File: src/rtl/hall_sensor_conditioner_pkg.sv
// hall_pkg: shared widths, hall code constants and sector helpers for the hall conditioner
// Contents:
//   HALL_W / SECTOR_W    widths of the {H3,H2,H1} code and of the sector number
//   CODE_S0..CODE_S5     legal hall codes in forward rotation order
//   SECTOR_NONE          decode result for the illegal codes 000 and 111
//   hall_decode          {H3,H2,H1} -> sector 0..5 or SECTOR_NONE
//   hall_encode          sector 0..5 -> {H3,H2,H1}
//   sector_fwd           next sector in the forward direction (mod 6)
package hall_pkg;
  localparam int HALL_W = 3;
  localparam int SECTOR_W = 3;
  localparam logic [SECTOR_W-1:0] SECTOR_NONE = 3'd7;
  localparam logic [HALL_W-1:0] CODE_S0 = 3'b001;
  localparam logic [HALL_W-1:0] CODE_S1 = 3'b101;
  localparam logic [HALL_W-1:0] CODE_S2 = 3'b100;
  localparam logic [HALL_W-1:0] CODE_S3 = 3'b110;
  localparam logic [HALL_W-1:0] CODE_S4 = 3'b010;
  localparam logic [HALL_W-1:0] CODE_S5 = 3'b011;

  function automatic logic [SECTOR_W-1:0] hall_decode(input logic [HALL_W-1:0] code);
    case (code)
      CODE_S0: return 3'd0;
      CODE_S1: return 3'd1;
      CODE_S2: return 3'd2;
      CODE_S3: return 3'd3;
      CODE_S4: return 3'd4;
      CODE_S5: return 3'd5;
      default: return SECTOR_NONE;
    endcase
  endfunction

  function automatic logic [HALL_W-1:0] hall_encode(input logic [SECTOR_W-1:0] sector);
    case (sector)
      3'd0: return CODE_S0;
      3'd1: return CODE_S1;
      3'd2: return CODE_S2;
      3'd3: return CODE_S3;
      3'd4: return CODE_S4;
      3'd5: return CODE_S5;
      default: return 3'b000;
    endcase
  endfunction

  function automatic logic [SECTOR_W-1:0] sector_fwd(input logic [SECTOR_W-1:0] sector);
    return (sector == 3'd5) ? 3'd0 : sector + 3'd1;
  endfunction
endpackage

File: src/rtl/hall_sensor_conditioner_if.sv
// hall_sensor_conditioner_if: raw hall inputs and conditioned hall/status outputs
// Signals:
//   h1_in/h2_in/h3_in   raw asynchronous hall inputs
//   h1/h2/h3            debounced hall code
//   sector              decoded sector 0..5 (holds last legal value)
//   sector_ok           a legal code has been accepted since reset
//   edge_pulse          1-cycle pulse on each accepted code change
//   dir                 1 = forward, 0 = reverse
//   skip                1-cycle pulse on a legal jump of 2 or 3 sectors
//   hall_err            accepted code is 000 or 111
//   period/period_valid cycles between the last two adjacent-sector edges
//   stall               no accepted edge for the stall timeout
// Modports: master drives the raw inputs, slave is the conditioner.
interface hall_sensor_conditioner_if import hall_pkg::*; #(
  parameter int PER_W = 20
);
  logic h1_in, h2_in, h3_in;
  logic h1, h2, h3;
  logic [SECTOR_W-1:0] sector;
  logic sector_ok, edge_pulse, dir, skip, hall_err;
  logic [PER_W-1:0] period;
  logic period_valid, stall;

  modport master (
    output h1_in, h2_in, h3_in,
    input h1, h2, h3, sector, sector_ok, edge_pulse, dir, skip, hall_err, period, period_valid, stall
  );

  modport slave (
    input h1_in, h2_in, h3_in,
    output h1, h2, h3, sector, sector_ok, edge_pulse, dir, skip, hall_err, period, period_valid, stall
  );
endinterface

File: src/rtl/hall_sensor_conditioner_debounce.sv
// hall_debounce: 2-FF synchroniser and shared-counter filter for the 3-bit hall code
// Ports:
//   clk, rst   clock, synchronous active-high reset
//   raw        asynchronous {H3,H2,H1}
//   code       accepted (debounced) code, registered
//   cand       synchronised sample that is being qualified
//   accept     combinational strobe: cand becomes code on this clock edge
module hall_debounce import hall_pkg::*; #(
  parameter int DEB_CYCLES = 8,
  parameter int DEB_W = 4
) (
  input  logic clk,
  input  logic rst,
  input  logic [HALL_W-1:0] raw,
  output logic [HALL_W-1:0] code,
  output logic [HALL_W-1:0] cand,
  output logic accept
);
  logic [HALL_W-1:0] s1, s2, prev;
  logic [DEB_W-1:0] cnt, nxt;

  // cnt holds the number of consecutive identical samples of a code that differs from code;
  // a change of sample restarts the run at one.
  always_comb begin
    nxt = (s2 != prev) ? DEB_W'(1) : cnt + 1'b1;
    accept = (s2 != code) && (nxt == DEB_W'(DEB_CYCLES));
  end

  assign cand = s2;

  always_ff @(posedge clk) begin
    if (rst) begin
      s1 <= '0;
      s2 <= '0;
      prev <= '0;
      code <= '0;
      cnt <= '0;
    end else begin
      s1 <= raw;
      s2 <= s1;
      prev <= s2;
      code <= accept ? s2 : code;
      cnt <= (s2 == code || accept) ? '0 : nxt;
    end
  end
endmodule

File: src/rtl/hall_sensor_conditioner.sv
// hall_sensor_conditioner: debounced hall code plus sector, direction, skip, error, period and stall
// Ports:
//   clk, rst   clock, synchronous active-high reset
//   bus        hall_sensor_conditioner_if.slave (raw hall inputs in, conditioned outputs out)
// Parameters:
//   DEB_CYCLES    consecutive identical samples needed to accept a code (>= 2)
//   DEB_W         debounce counter width, must hold DEB_CYCLES
//   PER_W         period counter width, must equal the interface PER_W
//   STALL_CYCLES  cycles without an accepted edge before stall (< 2**PER_W)
module hall_sensor_conditioner import hall_pkg::*; #(
  parameter int DEB_CYCLES = 8,
  parameter int DEB_W = 4,
  parameter int PER_W = 20,
  parameter int STALL_CYCLES = 1000000
) (
  input logic clk,
  input logic rst,
  hall_sensor_conditioner_if.slave bus
);
  logic [HALL_W-1:0] code, cand;
  logic accept;
  logic [SECTOR_W-1:0] sector, new_sec;
  logic sector_ok, edge_pulse, dir, skip, hall_err, period_valid, stall, ref_ok;
  logic legal, restart, step_fwd, step_rev;
  logic [PER_W-1:0] cnt, cnt_inc, period;

  hall_debounce #(
    .DEB_CYCLES(DEB_CYCLES),
    .DEB_W(DEB_W)
  ) u_deb (
    .clk(clk),
    .rst(rst),
    .raw({bus.h3_in, bus.h2_in, bus.h1_in}),
    .code(code),
    .cand(cand),
    .accept(accept)
  );

  // A legal code arriving with no trusted previous sector (after reset, an illegal code or a stall)
  // only re-seeds the sector; it never produces a direction or period.
  always_comb begin
    new_sec = hall_decode(cand);
    legal = new_sec != SECTOR_NONE;
    restart = !sector_ok || hall_err || stall;
    step_fwd = new_sec == sector_fwd(sector);
    step_rev = sector == sector_fwd(new_sec);
    cnt_inc = (cnt == '1) ? cnt : cnt + 1'b1;
  end

  // ref_ok marks that the last edge was an adjacent step, so the next adjacent step closes a
  // period bounded by two genuine commutation edges.
  always_ff @(posedge clk) begin
    if (rst) begin
      sector <= '0;
      sector_ok <= 1'b0;
      edge_pulse <= 1'b0;
      dir <= 1'b0;
      skip <= 1'b0;
      hall_err <= 1'b0;
      period <= '0;
      period_valid <= 1'b0;
      stall <= 1'b0;
      ref_ok <= 1'b0;
      cnt <= '0;
    end else begin
      edge_pulse <= accept;
      skip <= 1'b0;
      cnt <= cnt_inc;
      if (cnt_inc >= PER_W'(STALL_CYCLES)) begin
        stall <= 1'b1;
        period_valid <= 1'b0;
      end
      if (accept && !legal) begin
        hall_err <= 1'b1;
        period_valid <= 1'b0;
        ref_ok <= 1'b0;
      end else if (accept) begin
        hall_err <= 1'b0;
        sector_ok <= 1'b1;
        sector <= new_sec;
        stall <= 1'b0;
        cnt <= '0;
        if (restart) begin
          period_valid <= 1'b0;
          ref_ok <= 1'b0;
        end else if (step_fwd || step_rev) begin
          dir <= step_fwd;
          period <= cnt_inc;
          period_valid <= ref_ok;
          ref_ok <= 1'b1;
        end else begin
          skip <= 1'b1;
          period_valid <= 1'b0;
          ref_ok <= 1'b0;
        end
      end
    end
  end

  assign {bus.h3, bus.h2, bus.h1} = code;
  assign bus.sector = sector;
  assign bus.sector_ok = sector_ok;
  assign bus.edge_pulse = edge_pulse;
  assign bus.dir = dir;
  assign bus.skip = skip;
  assign bus.hall_err = hall_err;
  assign bus.period = period;
  assign bus.period_valid = period_valid;
  assign bus.stall = stall;
endmodule
File: src/flat_wrapper.sv
// flat-port wrapper written by rule: the top's interface ports become plain ports
module hall_sensor_conditioner_flat import hall_pkg::*;
#(
  parameter int DEB_CYCLES = 8,
  parameter int DEB_W = 4,
  parameter int PER_W = 20,
  parameter int STALL_CYCLES = 1000000
)
  (clk, rst, bus_h1_in, bus_h2_in, bus_h3_in, bus_h1, bus_h2, bus_h3, bus_sector, bus_sector_ok, bus_edge_pulse, bus_dir, bus_skip, bus_hall_err, bus_period, bus_period_valid, bus_stall);
  hall_sensor_conditioner_if #(.PER_W(PER_W)) bus_i ();
  input logic clk;
  input logic rst;
  input wire logic [$bits(bus_i.h1_in)-1:0] bus_h1_in;
  input wire logic [$bits(bus_i.h2_in)-1:0] bus_h2_in;
  input wire logic [$bits(bus_i.h3_in)-1:0] bus_h3_in;
  output wire logic [$bits(bus_i.h1)-1:0] bus_h1;
  output wire logic [$bits(bus_i.h2)-1:0] bus_h2;
  output wire logic [$bits(bus_i.h3)-1:0] bus_h3;
  output wire logic [$bits(bus_i.sector)-1:0] bus_sector;
  output wire logic [$bits(bus_i.sector_ok)-1:0] bus_sector_ok;
  output wire logic [$bits(bus_i.edge_pulse)-1:0] bus_edge_pulse;
  output wire logic [$bits(bus_i.dir)-1:0] bus_dir;
  output wire logic [$bits(bus_i.skip)-1:0] bus_skip;
  output wire logic [$bits(bus_i.hall_err)-1:0] bus_hall_err;
  output wire logic [$bits(bus_i.period)-1:0] bus_period;
  output wire logic [$bits(bus_i.period_valid)-1:0] bus_period_valid;
  output wire logic [$bits(bus_i.stall)-1:0] bus_stall;
  assign bus_i.h1_in = bus_h1_in;
  assign bus_i.h2_in = bus_h2_in;
  assign bus_i.h3_in = bus_h3_in;
  assign bus_h1 = bus_i.h1;
  assign bus_h2 = bus_i.h2;
  assign bus_h3 = bus_i.h3;
  assign bus_sector = bus_i.sector;
  assign bus_sector_ok = bus_i.sector_ok;
  assign bus_edge_pulse = bus_i.edge_pulse;
  assign bus_dir = bus_i.dir;
  assign bus_skip = bus_i.skip;
  assign bus_hall_err = bus_i.hall_err;
  assign bus_period = bus_i.period;
  assign bus_period_valid = bus_i.period_valid;
  assign bus_stall = bus_i.stall;
  hall_sensor_conditioner #(.DEB_CYCLES(DEB_CYCLES), .DEB_W(DEB_W), .PER_W(PER_W), .STALL_CYCLES(STALL_CYCLES)) u_core (.clk(clk), .rst(rst), .bus(bus_i));
endmodule
File: config.mk
export PLATFORM = sky130hd
export DESIGN_NAME = hall_sensor_conditioner_flat
export DESIGN_NICKNAME = d
export VERILOG_FILES = /design/src/rtl/hall_sensor_conditioner_pkg.sv /design/src/rtl/hall_sensor_conditioner_if.sv /design/src/rtl/hall_sensor_conditioner_debounce.sv /design/src/rtl/hall_sensor_conditioner.sv /design/src/flat_wrapper.sv
export SDC_FILE = /design/constraint.sdc
export NUM_CORES = 1
export LEC_CHECK = 0
export CAP_MARGIN = 20
export CORE_ASPECT_RATIO = 0.9
export CORE_MARGIN = 1
export CORE_UTILIZATION = 65
export DETAILED_ROUTE_END_ITERATION = 10
export DONT_BUFFER_PORTS = 1
export PLACE_DENSITY = 0.81
export REMOVE_ABC_BUFFERS = 1
export SYNTH_ARGS = -nofsm -noshare
export SYNTH_HDL_FRONTEND = slang
export SYNTH_HIERARCHICAL = 1
export SYNTH_SLANG_ARGS = --single-unit
File: constraint.sdc
create_clock -name clk -period 7 [get_ports clk]
set_clock_uncertainty 0.2 [all_clocks]
set_input_delay 0.7 -clock clk [delete_from_list [all_inputs] [get_ports clk]]
set_output_delay 0.7 -clock clk [all_outputs]
set_load 0.005 [all_outputs]
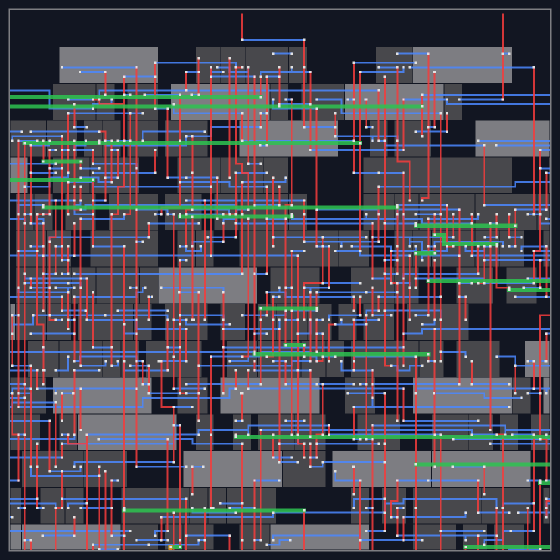
zoom.png
Window x 18 to 58, y 28 to 68 um. Cells in grey, sequential cells in the stronger grey; small squares are vias.
Key: green = met3; orange = met4; red = met2; blue = met1
135 logic cells have their middle in the window. Sequential cells in the window: 16. Most frequent: nor2_1 (22), dfxtp_1 (16). Netlist names of flops here include u_core/cnt (10), u_core/bus.period (4).

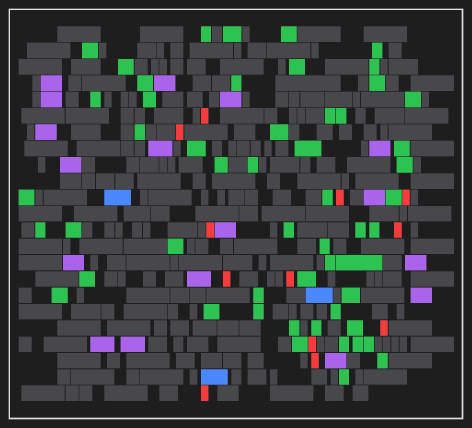
gate_families.png
Scale: 6 px per um.
Key: blue = adder and majority cells [cells 3]; red = inverters [cells 12]; purple = multiplexers [cells 17, where all over the die]; green = inverting AOI/OAI gates [cells 53, where all over the die]

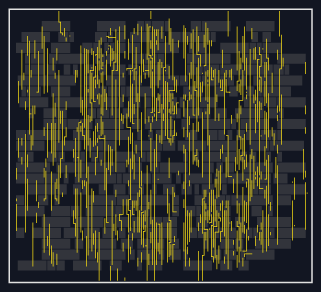
met2.png
Scale: 4 px per um. Cells faint in the background.
The wires run mostly vertical. The layer holds 46% of the routed length. 291 nets have wire on it. The layer carries 2,890 um of wire. The longest straight run is 32.8 um.
total via count after detailed routing: 2,457
met2 Track Usage GR: 41.29%

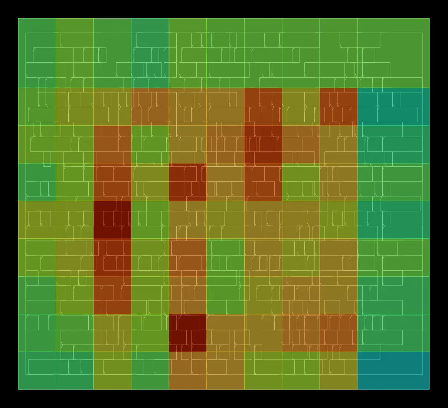
final_congestion.png
final standard cell utilization of the core: 73.69%
global-route track usage on met3: 10.01%

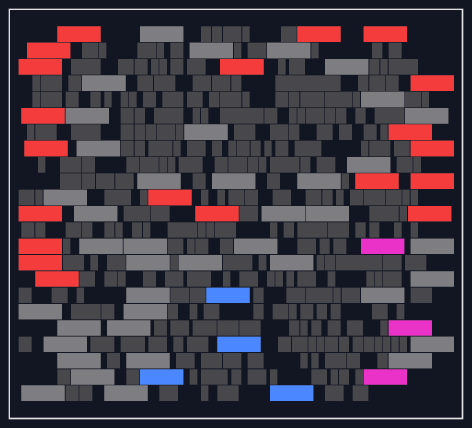
registers.png
Scale: 6 px per um. Other sequential cells in the stronger grey, the rest of the logic in the fainter grey.
Key: magenta = u_core/bus.sector [placed flops 3]; blue = u_core/u_deb/cnt [placed flops 4, where bottom centre]; red = u_core/bus.period [placed flops 20]
Another 40 sequential cells are not coloured.

==> CHANGELOG.md <==
## Implementation

- Status: finished clean
- Number of instances in the synthesized netlist: 351
- Critical path depth in cells: 10
- Share of power burned in combinational logic: 3.1%
- Largest registers in the final layout: u_core/bus.period x20, u_core/cnt x20, u_core/u_deb/cnt x4
- Clock network area share: 6.311%
- Unrepaired setup endpoints after global routing: false
- Drc violations: 0
- Clock insertion delay at the later pin of the skew report: 0.34 ns
- Post-Synthesis Mean Instance Area: 8.951 um2
- DRT met1 WL: 2875 um
- Post-synthesis instance area: 3142 um2
- Multiplexer share of the synthesized area: 5.575%
- Number of global-route vias before repair: 2,253
- Post-Synth XOR/XNOR Area: 5.854%
- Cells traversed along the worst timing path: xor2_1, nor3_2, nand3b_1, inv_1, inv_1, nor2_1, nand4b_1, a31oi_4, o211ai_1, a21oi_1
- Violation count after the first detailed-route iteration: 152
- Dominant register cell: dfxtp_1
- # Taps: 62
- Number of placed instances, taps included: 398
- Number of flip-flops and latches: 67
- Crit-path slowest cell: a31oi_4
- Total Power Consumption: 0.7501 mW
- CTS tree: done
- Async set-or-reset flop fraction in the synthesized netlist: 0%
- Max stage delay on crit path: 0.88 ns
- Timing startpoint of the critical path: u_core/u_deb/cand[1]$_SDFF_PP0_
- Top cell by count, worst path: inv_1
- Horiz. Die Dim: 75.29 um
- Number of ordinary inverters in the final layout: 12
- Number of buffers inserted during clock tree synthesis: 9
- Total clock network power: 0.337 mW
- Worst r2r path cells: 10
- Setup slack on the worst flop-to-flop path: 3.38 ns
- Cell kind with the greatest summed area: multi-input combinational cells
- Largest combinational cell category by area: simple AND/OR/NAND/NOR gates
- Register bit count reported by yosys: 67
- Area figure in the yosys stat output: 3142 um2
- Via/cell ratio: 5.935
- Routed met3 length: 477 um
- Adder-cell share of the synthesized area: 1.195%
- Reg-to-reg critical path startpoint: u_core/u_deb/cand[1]$_SDFF_PP0_
- Total Negative Setup Slacks: 0 ns
- Count of nets after finishing: 355
- Top contributor to total power: registers
- And-or/or-and share of the synthesized area: 13.42%
- Worst-Margin Slew: 1.066 ns
- Worst endpoint required time: 7.07 ns
- Commonest cells in the synthesized netlist: dfxtp_1 (67), nor2_1 (56), nand2_1 (15)
- Initial antenna violation count: 0
- Highest signal layer in the routed design: met4
- Cells resized by post-CTS repair: 0
- Detailed placement HPWL: 4329 um
- Clock slew at the register clock pins of the worst setup and hold paths: 0.08 ns
- Pre-CTS setup slack: 3.457 ns
- Seq. cell area: 1341 um2
- Row Count: 23
- Most used cells in the layout excluding fill and tap cells: dfxtp_1 (67), nor2_1 (56), nand2_1 (15)
- Count of warning messages emitted by the tools: 25
- Worst hold slack after final layout: 0.2188 ns
- Family of cells with the greatest summed delay on the critical path: AND-OR/OR-AND gates
- Final design instance area without fill: 3351 um2
- Hold-critical path depth: 1
- Clock buffer instance count of the final layout: 11
- Post-DRT Antenna Nets: 0
Power and IR drop assume default switching activity.
